==> run_1/layer_met1.png <==
The bar under the picture is 50 um long.
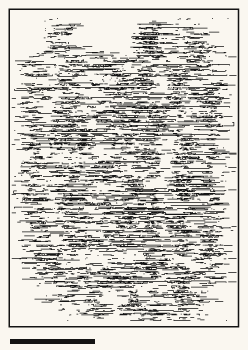
==> run_1/layer_met2.png <==
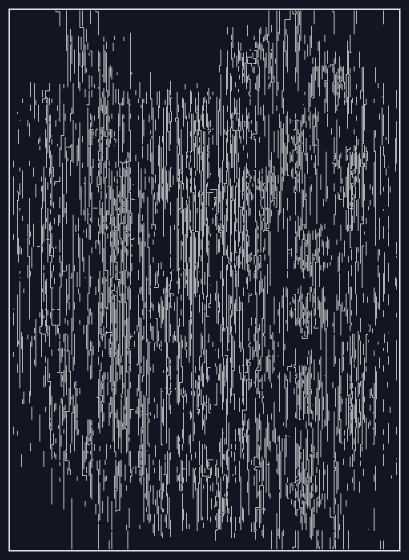
==> run_1/layer_met3.png <==
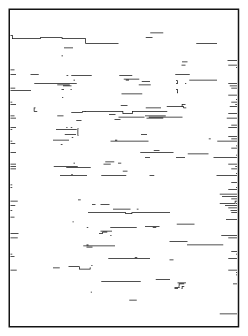
**config.mk**
```make
export PLATFORM = sky130hd
export DESIGN_NAME = display_controller
export DESIGN_NICKNAME = d
export VERILOG_FILES = /design/src/rtl/display_controller.sv
export SDC_FILE = /design/constraint.sdc
export NUM_CORES = 1
export LEC_CHECK = 0
export ABC_AREA = 1
export CAP_MARGIN = 20
export CORE_ASPECT_RATIO = 1.4
export CORE_MARGIN = 2
export CORE_UTILIZATION = 52
export CTS_CLUSTER_DIAMETER = 60
export DETAILED_ROUTE_END_ITERATION = 8
export PLACE_DENSITY = 0.73
export SYNTH_ARGS = -nofsm -noshare
export SYNTH_HDL_FRONTEND = slang
export SYNTH_SLANG_ARGS = --single-unit
export TNS_END_PERCENT = 30
```
**constraint.sdc**
```tcl
create_clock -name clk -period 2.6 [get_ports clk]
set_input_delay 0.52 -clock clk [delete_from_list [all_inputs] [get_ports clk]]
set_output_delay 0.52 -clock clk [all_outputs]
set_load 0.1 [all_outputs]
```
**src/rtl/display_controller.sv**
```systemverilog
`timescale 1ns/1ps
`default_nettype none
// ============================================================================
// Module   : display_controller
// Purpose  : Sequential seven-segment display controller. A 32-bit value is
//            written with a single-cycle strobe and shown either as signed
//            decimal (iterative double-dabble, one bit per cycle) or as
//            unsigned hexadecimal (direct nibble extraction). The last
//            committed frame stays on the pins while a new value converts.
// Ports    : clk, rst_n           - clock, asynchronous active-low reset
//            wr_en, wr_data,      - write strobe, value, mode
//            wr_hex                 (0 = signed decimal, 1 = unsigned hex)
//            seg                  - NUM_DIGITS active-low digits, digit 0 LSB
//            sign_seg             - active-low sign digit ('-' when negative)
//            dot                  - decimal point, always off
//            busy                 - conversion running or value pending
//            done                 - one-cycle pulse after each frame commit
//            overflow             - committed value did not fit NUM_DIGITS
// Options  : DISPLAY_LZB_EN       - leading-zero blanking when defined
// Revision : 1.0 - initial release
// ============================================================================
module display_controller #(
  parameter int NUM_DIGITS = 10,
  parameter int DATA_WIDTH = 32
) (
  input  logic                    clk,
  input  logic                    rst_n,
  input  logic                    wr_en,
  input  logic [DATA_WIDTH-1:0]   wr_data,
  input  logic                    wr_hex,
  output logic [7*NUM_DIGITS-1:0] seg,
  output logic [6:0]              sign_seg,
  output logic                    dot,
  output logic                    busy,
  output logic                    done,
  output logic                    overflow
);

  localparam int BCD_NIBBLES = 10;
  localparam int BCD_WIDTH   = 4 * BCD_NIBBLES;

  typedef enum logic [1:0] {
    IDLE   = 2'd0,
    SHIFT  = 2'd1,
    COMMIT = 2'd2
  } state_t;

  state_t                  state, state_nxt;
  logic [DATA_WIDTH-1:0]   r_val;        // decimal: magnitude being shifted out; hex: raw value
  logic [BCD_WIDTH-1:0]    r_bcd;
  logic [4:0]              r_iter;
  logic                    r_hex;
  logic                    r_neg;
  logic                    r_pend_valid;
  logic [DATA_WIDTH-1:0]   r_pend_data;
  logic                    r_pend_hex;

  logic                    w_start;
  logic [DATA_WIDTH-1:0]   w_start_data;
  logic                    w_start_hex;
  logic [DATA_WIDTH-1:0]   w_mag;
  logic [BCD_WIDTH-1:0]    w_bcd_adj;
  logic [BCD_WIDTH-1:0]    w_nib;
  logic                    w_ovf;
  logic [7*NUM_DIGITS-1:0] w_seg;

  function automatic logic [6:0] enc(input logic [3:0] n);
    case (n)
      4'h0: enc = 7'b1000000;
      4'h1: enc = 7'b1111001;
      4'h2: enc = 7'b0100100;
      4'h3: enc = 7'b0110000;
      4'h4: enc = 7'b0011001;
      4'h5: enc = 7'b0010010;
      4'h6: enc = 7'b0000010;
      4'h7: enc = 7'b1111000;
      4'h8: enc = 7'b0000000;
      4'h9: enc = 7'b0010000;
      4'hA: enc = 7'b0001000;
      4'hB: enc = 7'b0000011;
      4'hC: enc = 7'b1000110;
      4'hD: enc = 7'b0100001;
      4'hE: enc = 7'b0000110;
      default: enc = 7'b0001110;
    endcase
  endfunction

  // Next-state and job selection. A write arriving in COMMIT beats the
  // pending entry, which is then dropped.
  always_comb begin
    state_nxt    = state;
    w_start      = 1'b0;
    w_start_data = wr_data;
    w_start_hex  = wr_hex;
    case (state)
      IDLE: begin
        if (wr_en) w_start = 1'b1;
      end
      SHIFT: begin
        if (r_iter == 5'd31) state_nxt = COMMIT;
      end
      COMMIT: begin
        if (wr_en) begin
          w_start = 1'b1;
        end else if (r_pend_valid) begin
          w_start      = 1'b1;
          w_start_data = r_pend_data;
          w_start_hex  = r_pend_hex;
        end else begin
          state_nxt = IDLE;
        end
      end
      default: state_nxt = IDLE;
    endcase
    if (w_start) state_nxt = w_start_hex ? COMMIT : SHIFT;
  end

  // Two's-complement magnitude; -2^31 maps onto itself as unsigned 2^31.
  assign w_mag = w_start_data[DATA_WIDTH-1]
               ? (~w_start_data) + {{(DATA_WIDTH-1){1'b0}}, 1'b1}
               : w_start_data;

  // Double-dabble correction step applied before each left shift.
  always_comb begin
    w_bcd_adj = r_bcd;
    for (int i = 0; i < BCD_NIBBLES; i++) begin
      if (r_bcd[4*i +: 4] >= 4'd5) w_bcd_adj[4*i +: 4] = r_bcd[4*i +: 4] + 4'd3;
    end
  end

  // Frame construction from the finished job.
  always_comb begin
    w_nib = r_hex ? BCD_WIDTH'(r_val) : r_bcd;
    w_ovf = 1'b0;
    for (int i = 0; i < BCD_NIBBLES; i++) begin
      if (i >= NUM_DIGITS && w_nib[4*i +: 4] != 4'd0) w_ovf = 1'b1;
    end
    w_seg = '1;
    for (int k = 0; k < NUM_DIGITS; k++) begin
      w_seg[7*k +: 7] = w_ovf ? 7'b0111111 : enc(w_nib[4*k +: 4]);
    end
  end

`ifdef DISPLAY_LZB_EN
  logic [7*NUM_DIGITS-1:0] w_seg_out;
  logic                    w_lead;
  // Scan from the top digit down; blank until the first nonzero digit.
  // Digit 0 is outside the loop so zero still shows a single '0'.
  always_comb begin
    w_seg_out = w_seg;
    w_lead    = 1'b0;
    for (int k = NUM_DIGITS - 1; k >= 1; k--) begin
      if (w_nib[4*k +: 4] != 4'd0) w_lead = 1'b1;
      if (!w_lead && !w_ovf) w_seg_out[7*k +: 7] = 7'h7F;
    end
  end
`else
  logic [7*NUM_DIGITS-1:0] w_seg_out;
  assign w_seg_out = w_seg;
`endif

  always_ff @(posedge clk or negedge rst_n) begin
    if (!rst_n) begin
      state        <= IDLE;
      r_val        <= '0;
      r_bcd        <= '0;
      r_iter       <= '0;
      r_hex        <= 1'b0;
      r_neg        <= 1'b0;
      r_pend_valid <= 1'b0;
      r_pend_data  <= '0;
      r_pend_hex   <= 1'b0;
      seg          <= '1;
      sign_seg     <= 7'h7F;
      overflow     <= 1'b0;
      done         <= 1'b0;
    end else begin
      state <= state_nxt;
      done  <= (state == COMMIT);

      if (w_start) begin
        r_hex  <= w_start_hex;
        r_neg  <= !w_start_hex && w_start_data[DATA_WIDTH-1];
        r_val  <= w_start_hex ? w_start_data : w_mag;
        r_bcd  <= '0;
        r_iter <= '0;
      end else if (state == SHIFT) begin
        {r_bcd, r_val} <= {w_bcd_adj, r_val} << 1;
        r_iter         <= r_iter + 5'd1;
      end

      // Pending entry is consumed or dropped at every COMMIT.
      if (state == SHIFT && wr_en) begin
        r_pend_valid <= 1'b1;
        r_pend_data  <= wr_data;
        r_pend_hex   <= wr_hex;
      end else if (state == COMMIT) begin
        r_pend_valid <= 1'b0;
      end

      if (state == COMMIT) begin
        seg      <= w_seg_out;
        sign_seg <= r_neg ? 7'b0111111 : 7'h7F;
        overflow <= w_ovf;
      end
    end
  end

  assign busy = (state != IDLE) || r_pend_valid;
  assign dot  = 1'b1;

endmodule
`default_nettype wire

```
==> qor.csv, run 1 <==
metric;value;unit
status;finished, final reports clean;
proportion of synthesized area in mux cells;0.005454;
clock buf count;18;
number of non-clock buffers;197;
flops out of synthesis;187;
final-report setup violation count;0;
XOR Share, Synth;0.008484;
Post-synth EDFFs;0;
Layout Utilization;0.6314;
CP max FO;63;
Final Critical Period;2343;ps
non-filler cells, final;2117;
Non-clk invs;215;
Tapcell Cnt;306;
Synth top cells by count;nand2_1 (389), inv_1 (203), o21ai_0 (159), nor2_1 (137), dfrtp_1 (116);
GR Util met2;0.4170;
Critical Path Sink Type;register;
layout cells sized above 1;0.1883;
reg2reg start;r_hex$_DFFE_PN0N_;
PortBufs;108;
die area;0.02509;mm^2
dpl cells;2084;
Hold-fix buffers, CTS;0;
overall routing resource usage;0.2447;
hold crit path type;primary input to asynchronous set/reset pin;
FFs w/ async S/R, synth;1.000;
DRT antenna net count;0;
largest net degree at the start of global routing;64;
Worst-Margin Slew;827.4;ps
design area;0.01470;mm^2
Arrival @ worst endpoint;2710;ps
Rows;66;
Cell area leaders;dfrtp_1 (23%), dfstp_2 (15%), nand2_1 (12%);
clk_skew;8.222;ps
maximum clock insertion buffer count;2;
Die X;134.4;um
Simple-Gate Area Share;0.2387;
Max-Cap Viols;0;
num sequential;187;
Final nets;1917;
Slew headroom;0.4426;
multi-input gates;1180;
Yosys top cell by area;dfrtp_1;
Max Fclk;426.7;MHz
Routed WL per cell;14.05;um
Worst Reg-to-Reg Cells;9;
1st-iter DRT viols;533;
first-pass GRT wire length;51070;um
CTS tree;yes;
Leading cell kind;multi-input combinational cells;
critical path class;register to register;
buffering overhead;0.1151;
Seq area share;0.3244;
Synth Warn #;0;
global route hottest layer;met2;
Syn Std Cell Area;0.01239;mm^2
startpoint type of the worst setup path;register;
yosys adder share;0.08383;
Comb pwr share;0.616;
Ant. Diodes;0;
fp util;0.5320;
met3 usage;0.03206;
tool warnings;86;
critical path launch point;r_hex$_DFFE_PN0N_;
Clock Latency Late Sink;440;ps
1st-pass router iterations;5;
# IOs;117;
RSZ-0062 raised after global routing;false;
via/cell ratio;5.297;
initial antenna violation count;0;
total negative slack;0;ps
placed inst area;0.01412;mm^2
yosys stat chip area;0.01239;mm^2
post_cts resized;0;
post-synth cell types;48;
Top-area cell share;0.2343;
Int Pwr;0.009224;W
most frequent cell after synthesis;nand2_1;
Clock-cell share;0.03923;
clk root buf;clkbuf_16;
core area;0.02329;mm^2
required time of the critical path;2970;ps
Sw Pwr;0.01066;W
fin crit share;0.9013;
Post-route DRC;0;
clk sink count;187;
synthesized area per cell;7.531;um^2
Synth Area in Compound Gates;0.1829;
fillers;2114;
Sequential Power Share;0.253;
H-tree levels;4;
Slew Viols, Final;0;
vias in the first global route;10796;
TritonCTS Buffers;17;
routability cong.;0.9491;
post-synthesis cell count;1645;
HPWL Detailed;22390;um
Most common reg cell;dfrtp_1;
About layer_met1.png:
- longest straight run: 31.3 um
- main direction: horizontal
- wire length on this layer: 13,400 um
final wirelength: 29,740 um
grt met1 use: 0.3202
total number of vias: 11,213

About layer_met2.png:
- main direction: vertical
- share of all routed wire: 49%

About layer_met3.png:
- nets with wire on the layer: 139
- share of all routed wire: 3.8%
- wire length on this layer: 1,120 um
- main direction: horizontal

-- run 1: state kept, by name, summed over array words and instances, names as in the netlist --
register	cells
r_hex	1
done	1
state	2
r_pend_hex	1
r_val	32
r_bcd	40
r_pend_valid	1
r_pend_data	32
r_iter	5
r_neg	1
seg	70
sign_seg	1
-- run 1: layout by cell type, fill, tap and decap left out, types with 12 or more instances in the layout --
cell type and instances:
a21oi_1 44, clkdlybuf4s50_1 34, o211ai_1 13, o21ai_2 12, ha_1 83, dfstp_2 71, nand2_2 20, nor2_1 136
o22ai_1 37, inv_1 202, dfrtp_1 115, a31oi_1 32, o21bai_1 15, nand2_1 388, o21ai_0 159, xor2_1 12
nand3_1 97, clkbuf_16 17, o21ai_1 25, buf_4 151
-- run 1: through the flow --
stage / setup slack (ps) / total power [W]
6_report: 256.6 / 0.01988
5_1_grt: 55.45 / 0.02136
4_1_cts: 44.82 / 0.01993
3_5_place_dp: -97.80 / 0.01727
3_3_place_gp: -80.93 / 0.01706
2_1_floorplan: 424.6 / 0.01436
-- run 1: power groups by stage --
stage	Sequential, W	Combinational (W)	Clock (W)
finish	0.00504	0.0123	0.00259
floorplan	0.00856	0.00580	0
CTS	0.00504	0.0122	0.00265
global route	0.00519	0.0134	0.00277
global placement	0.00505	0.0120	0
detailed placement	0.00509	0.0122	0
-- run 1: critical path, stage by stage, from the launching register on --
cell and delay (ps):
dfrtp_2 420, buf_12 190, o21ai_0 640, inv_1 180
ha_1 230, inv_1 60, nor2_1 50, o21ai_0 190
nand2_1 80, a22o_1 190
-- run 1: metal layers --
metal,vias up,wire length (um)
met4,0,682
met1,5201,13360
met3,46,1123
met5,-,0
li1,5703,-
met2,263,14580
==> run 2: changes to the inputs <==
- ABC_CLOCK_PERIOD_IN_PS: not set -> 2600
==> qor.csv, run 2 <==
metric;value;unit
Commonest Layout Cell;nand2_1;
flops out of synthesis;187;
final tally of hold violations;0;
Synth Warn #;0;
Synth top cells by count;nand2_1 (389), inv_1 (203), o21ai_0 (159), nor2_1 (137), dfrtp_1 (116);
Worst-Margin Slew;827.4;ps
placed inst area;0.01412;mm^2
biggest regs;seg: 70 flops, r_bcd: 40 flops;
TritonCTS Buffers;17;
Comb pwr share;0.616;
post-synthesis cell count;1645;
total number of vias;11213;
core area;0.02329;mm^2
Critical Path Sink Type;register;
DRT antenna net count;0;
die area;0.02509;mm^2
Cell area leaders;dfrtp_1 (23%), dfstp_2 (15%), nand2_1 (12%);
status;finished, final reports clean;
register area share after synthesis;0.3849;
Int Pwr;0.009224;W
Final WS setup;256.6;ps
CP max FO;63;
gr ovfl total;0;
Power, Total;0.01988;W
post_cts resized;0;
post-synth cell types;48;
Top-area cell share;0.2343;
synthesized area per cell;7.531;um^2
WHS;43.16;ps
PortBufs;108;
non-filler cells, final;2117;
most frequent cell after synthesis;nand2_1;
Max-Cap Viols;0;
H-tree levels;4;
1st-pass router iterations;5;
Slew headroom;0.4426;
startpoint type of the worst setup path;register;
layout cells sized above 1;0.1883;
Largest register FFs;70;
flop-to-flop setup slack;260;ps
clk pwr;0.00259;W
clk_skew;8.222;ps
Critical Path End;seg[45]$_DFFE_PN1N_;
RSZ-0062 raised after global routing;false;
Post-route DRC;0;
initial antenna violation count;0;
post-CTS setup buffer count;0;
first-pass GRT wire length;51070;um
HPWL Detailed;22390;um
Leakage;7.099;nW
height of the die;186.6;um
Yosys Instances;1645;
clk sink count;187;
via/cell ratio;5.297;
Sw Pwr;0.01066;W
Ant. Diodes;0;
fp util;0.5320;
Layout Utilization;0.6314;
synth-to-layout area growth;18.69;%
peak supply drop;0.001140;V
vias in the first global route;10796;
routability cong.;0.9491;
design area;0.01470;mm^2
Reg clk slew, reported paths;70;ps
final-report setup violation count;0;
final wirelength;29740;um
yosys stat chip area;0.01239;mm^2
total negative slack;0;ps
Top cells excl fill/tap;nand2_1 (388), inv_1 (202), o21ai_0 (159), buf_4 (151), nor2_1 (136);
reg2reg start;r_hex$_DFFE_PN0N_;
clk root buf;clkbuf_16;
Die X;134.4;um
CTS tree;yes;
critical path class;register to register;
Final nets;1917;
reg-to-reg endpoint;seg[45]$_DFFE_PN1N_;
maximum clock insertion buffer count;2;
largest net degree at the start of global routing;64;
combinational cell power;0.0123;W
Most common reg cell;dfrtp_1;
Final Critical Period;2343;ps
fin crit share;0.9013;
Yosys top cell by area;dfrtp_1;
largest register by flop count;seg;
PD cells;1352;mW/mm^2
Syn Std Cell Area;0.01239;mm^2
Arrival @ worst endpoint;2710;ps
Worst Reg-to-Reg Cells;9;
Switching Fraction;0.5361;
Max Fclk;426.7;MHz
Clock Latency Late Sink;440;ps
Main power group;combinational cells;
1st-iter DRT viols;533;
worst slack, placed;-97.80;ps
Routed WL per cell;14.05;um
Clock power frac;0.130;
P_seq;0.00504;W
Rows;66;
Post-synth EDFFs;0;
Sequential Power Share;0.253;
# IOs;117;
hold crit path type;primary input to asynchronous set/reset pin;
required time of the critical path;2970;ps
tool warnings;86;
dpl cells;2084;
Slew Viols, Final;0;
fillers;2114;
critical path launch point;r_hex$_DFFE_PN0N_;
FFs w/ async S/R, synth;1.000;
Hold-fix buffers, CTS;0;
overall routing resource usage;0.2447;
==> run 2: cell counts after synthesis <==
No cell type changed its count.
==> run 2: logic make-up (layout without fill, tap and decap cells) <==
family	Yosys count	in the layout	share of synthesized area
simple gates	691	691	0.2387
compound gates	380	380	0.1829
buf+inv	284	444	0.09514
flops	187	187	0.3849
fa+ha+maj	83	83	0.08383
xor+xnor	12	12	0.008484
mux	6	6	0.005454
other cells	2	8	0.0006062
==> run 2: worst min path at each step <==
stage                                      from               endpoint  slack (ps)  cells past startpoint
after floorplan                           rst_n         done$_DFF_PN0_         220                      0
after global placement    r_iter[3]$_DFFE_PN0P_  r_iter[3]$_DFFE_PN0P_         450                      1
after detailed placement  r_iter[3]$_DFFE_PN0P_  r_iter[3]$_DFFE_PN0P_         450                      1
after CTS                                 rst_n   r_bcd[6]$_DFFE_PN0P_          40                      1
after global routing                      rst_n   r_bcd[6]$_DFFE_PN0P_          70                      1
final                                     rst_n   r_bcd[5]$_DFFE_PN0P_          40                      1
==> run 2: final cells by class <==
type / instances / area (um^2) / area share
sequential: 187 / 4770 / 0.3244
inverter: 215 / 807.0 / 0.05489
tap: 306 / 382.9 / 0.02604
clock buffer: 18 / 429.2 / 0.02919
multi-input combinational: 1180 / 6474 / 0.4403
clock inverter: 14 / 147.6 / 0.01004
timing repair buffer: 197 / 1693 / 0.1151
==> run 2: critical path, cell delays in order, from the launching register on <==
cell     delay, ps
dfrtp_2        420
buf_12         190
o21ai_0        640
inv_1          180
ha_1           230
inv_1           60
nor2_1          50
o21ai_0        190
nand2_1         80
a22o_1         190
==> run 2: metal layers <==
layer	vias to the layer above	track usage	part of all wire
met1	5201	0.3202	0.45
met4	0	0.08219	0.023
met3	46	0.03206	0.038
met2	263	0.4170	0.49
met5	-	0	0
li1	5703	-	-
==> run_2/layer_met2.png <==
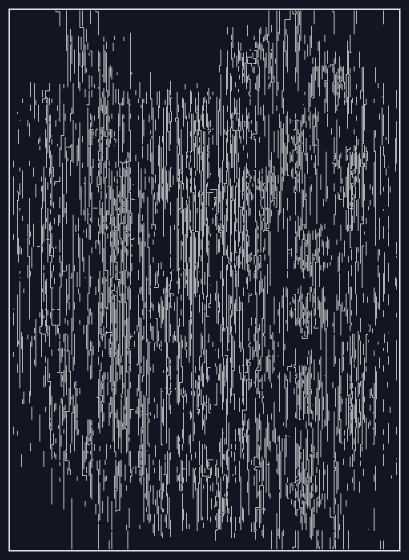
GR Util met2: 0.4170

==> run 3: changes to the inputs <==
- TNS_END_PERCENT: 30 -> 20
==> qor.csv, run 3 <==
metric;value;unit
Synth Warn #;0;
status;finished, final reports clean;
non-filler cells, final;2117;
Syn Std Cell Area;0.01239;mm^2
Slew Viols, Final;0;
final-report setup violation count;0;
final tally of hold violations;0;
Seq area share;0.3244;
flop-to-flop setup slack;260;ps
CP max FO;63;
tool warnings;86;
largest register by flop count;seg;
maximum clock insertion buffer count;2;
dpl cells;2084;
Hold-fix buffers, CTS;0;
fin crit share;0.9013;
final wirelength;29740;um
Worst-Margin Slew;827.4;ps
Leading cell kind;multi-input combinational cells;
Commonest Layout Cell;nand2_1;
hold crit path type;primary input to asynchronous set/reset pin;
height of the die;186.6;um
delay-heaviest family, CP;AND-OR/OR-AND gates;
clock buf count;18;
fp util;0.5320;
Comb area;0.006474;mm^2
slowest CP cell;o21ai_0;
Tapcell Cnt;306;
Top cells excl fill/tap;nand2_1 (388), inv_1 (202), o21ai_0 (159), buf_4 (151), nor2_1 (136);
initial antenna violation count;0;
clk_skew;8.222;ps
Yosys Instances;1645;
Non-clk invs;215;
placed inst area;0.01412;mm^2
CTS tree;yes;
Critical Path Sink Type;register;
grt met1 use;0.3202;
vias in the first global route;10796;
most frequent cell after synthesis;nand2_1;
Max Fclk;426.7;MHz
PD cells;1352;mW/mm^2
Most common reg cell;dfrtp_1;
buffering overhead;0.1151;
Post-route DRC;0;
post-synth cell types;48;
Largest register FFs;70;
1st-iter DRT viols;533;
total number of vias;11213;
Arrival @ worst endpoint;2710;ps
# IOs;117;
yosys stat chip area;0.01239;mm^2
Die X;134.4;um
critical path buffer and inverter count;3;
biggest regs;seg: 70 flops, r_bcd: 40 flops;
post-CTS setup buffer count;0;
register area;0.004770;mm^2
HPWL Detailed;22390;um
TritonCTS Buffers;17;
layout cells sized above 1;0.1883;
Cell area leaders;dfrtp_1 (23%), dfstp_2 (15%), nand2_1 (12%);
peak supply drop;0.001140;V
overall routing resource usage;0.2447;
startpoint type of the worst setup path;register;
Post-synth EDFFs;0;
design area;0.01470;mm^2
die area;0.02509;mm^2
synthesized area per cell;7.531;um^2
clk sink count;187;
WHS;43.16;ps
Layout Utilization;0.6314;
gr ovfl total;0;
core area;0.02329;mm^2
Ant. Diodes;0;
num sequential;187;
Final nets;1917;
Top-area cell share;0.2343;
global route hottest layer;met2;
Yosys top cell by area;dfrtp_1;
Comb/total area;0.4403;
DRT antenna net count;0;
Slew headroom;0.4426;
Routed WL per cell;14.05;um
fillers;2114;
PortBufs;108;
1st-pass router iterations;5;
register area share after synthesis;0.3849;
required time of the critical path;2970;ps
Clock-cell share;0.03923;
Leakage;7.099;nW
clk root buf;clkbuf_16;
Reg clk slew, reported paths;70;ps
via/cell ratio;5.297;
FFs w/ async S/R, synth;1.000;
met3 usage;0.03206;
RSZ-0062 raised after global routing;false;
Clock Latency Late Sink;440;ps
routability cong.;0.9491;
Final Critical Period;2343;ps
Max-Cap Viols;0;
GR Util met2;0.4170;
maximum single-stage delay on the critical path;640;ps
CP Cell Sequence;buf_12 -> o21ai_0 -> inv_1 -> ha_1 -> inv_1 -> nor2_1 -> o21ai_0 -> nand2_1 -> a22o_1;
run 3: cell counts after synthesis:
Identical to the previous run, type by type.
run 3: cell families after synthesis:
logic type	share of synthesized area
and+or+nand+nor	0.2387
AOI/OAI and AO/OA	0.1829
buffers and inverters	0.09514
DFF	0.3849
adders and majority gates	0.08383
xor gates and xnor gates	0.008484
muxes	0.005454
other	0.0006062
run 3: routing by layer:
layer | share of wire | wire (um)
met4 | 0.023 | 682
met1 | 0.45 | 13360
met3 | 0.038 | 1123
met5 | 0 | 0
met2 | 0.49 | 14580
run 3: power breakdown:
| part | internal, W | leakage, nW | switching, W |
|---|---|---|---|
| clock | 0.00142 | 0.280 | 0.00117 |
| sequential | 0.00440 | 2.23 | 0.000644 |
| combinational | 0.00341 | 4.59 | 0.00885 |
| total | 0.00922 | 7.10 | 0.0107 |
run 3: per-stage QoR:
stage               setup slack (ps)  total power (W)  TNS [ps]
floorplan                      424.6          0.01436         0
global placement              -80.93          0.01706    -511.2
detailed placement            -97.80          0.01727    -715.1
CTS                            44.82          0.01993         0
global route                   55.45          0.02136         0
finish                         256.6          0.01988         0
run 3: path summary, 6_finish.rpt:
check	startpoint	end	cells past startpoint
max	r_hex$_DFFE_PN0N_	seg[45]$_DFFE_PN1N_	9
min	rst_n	r_bcd[5]$_DFFE_PN0P_	1
max in group asynchronous	rst_n	seg[21]$_DFFE_PN1N_	2
min reg2reg	r_iter[3]$_DFFE_PN0P_	r_iter[3]$_DFFE_PN0P_	1
min in group clk	r_iter[3]$_DFFE_PN0P_	r_iter[3]$_DFFE_PN0P_	1
max reg2reg	r_hex$_DFFE_PN0N_	seg[45]$_DFFE_PN1N_	9
==> run_3/layer_met3.png <==
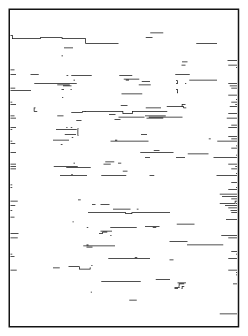
- main direction: horizontal
- longest straight run: 24.8 um

Power figures rest on the tool's default switching activity, not on a simulated workload.
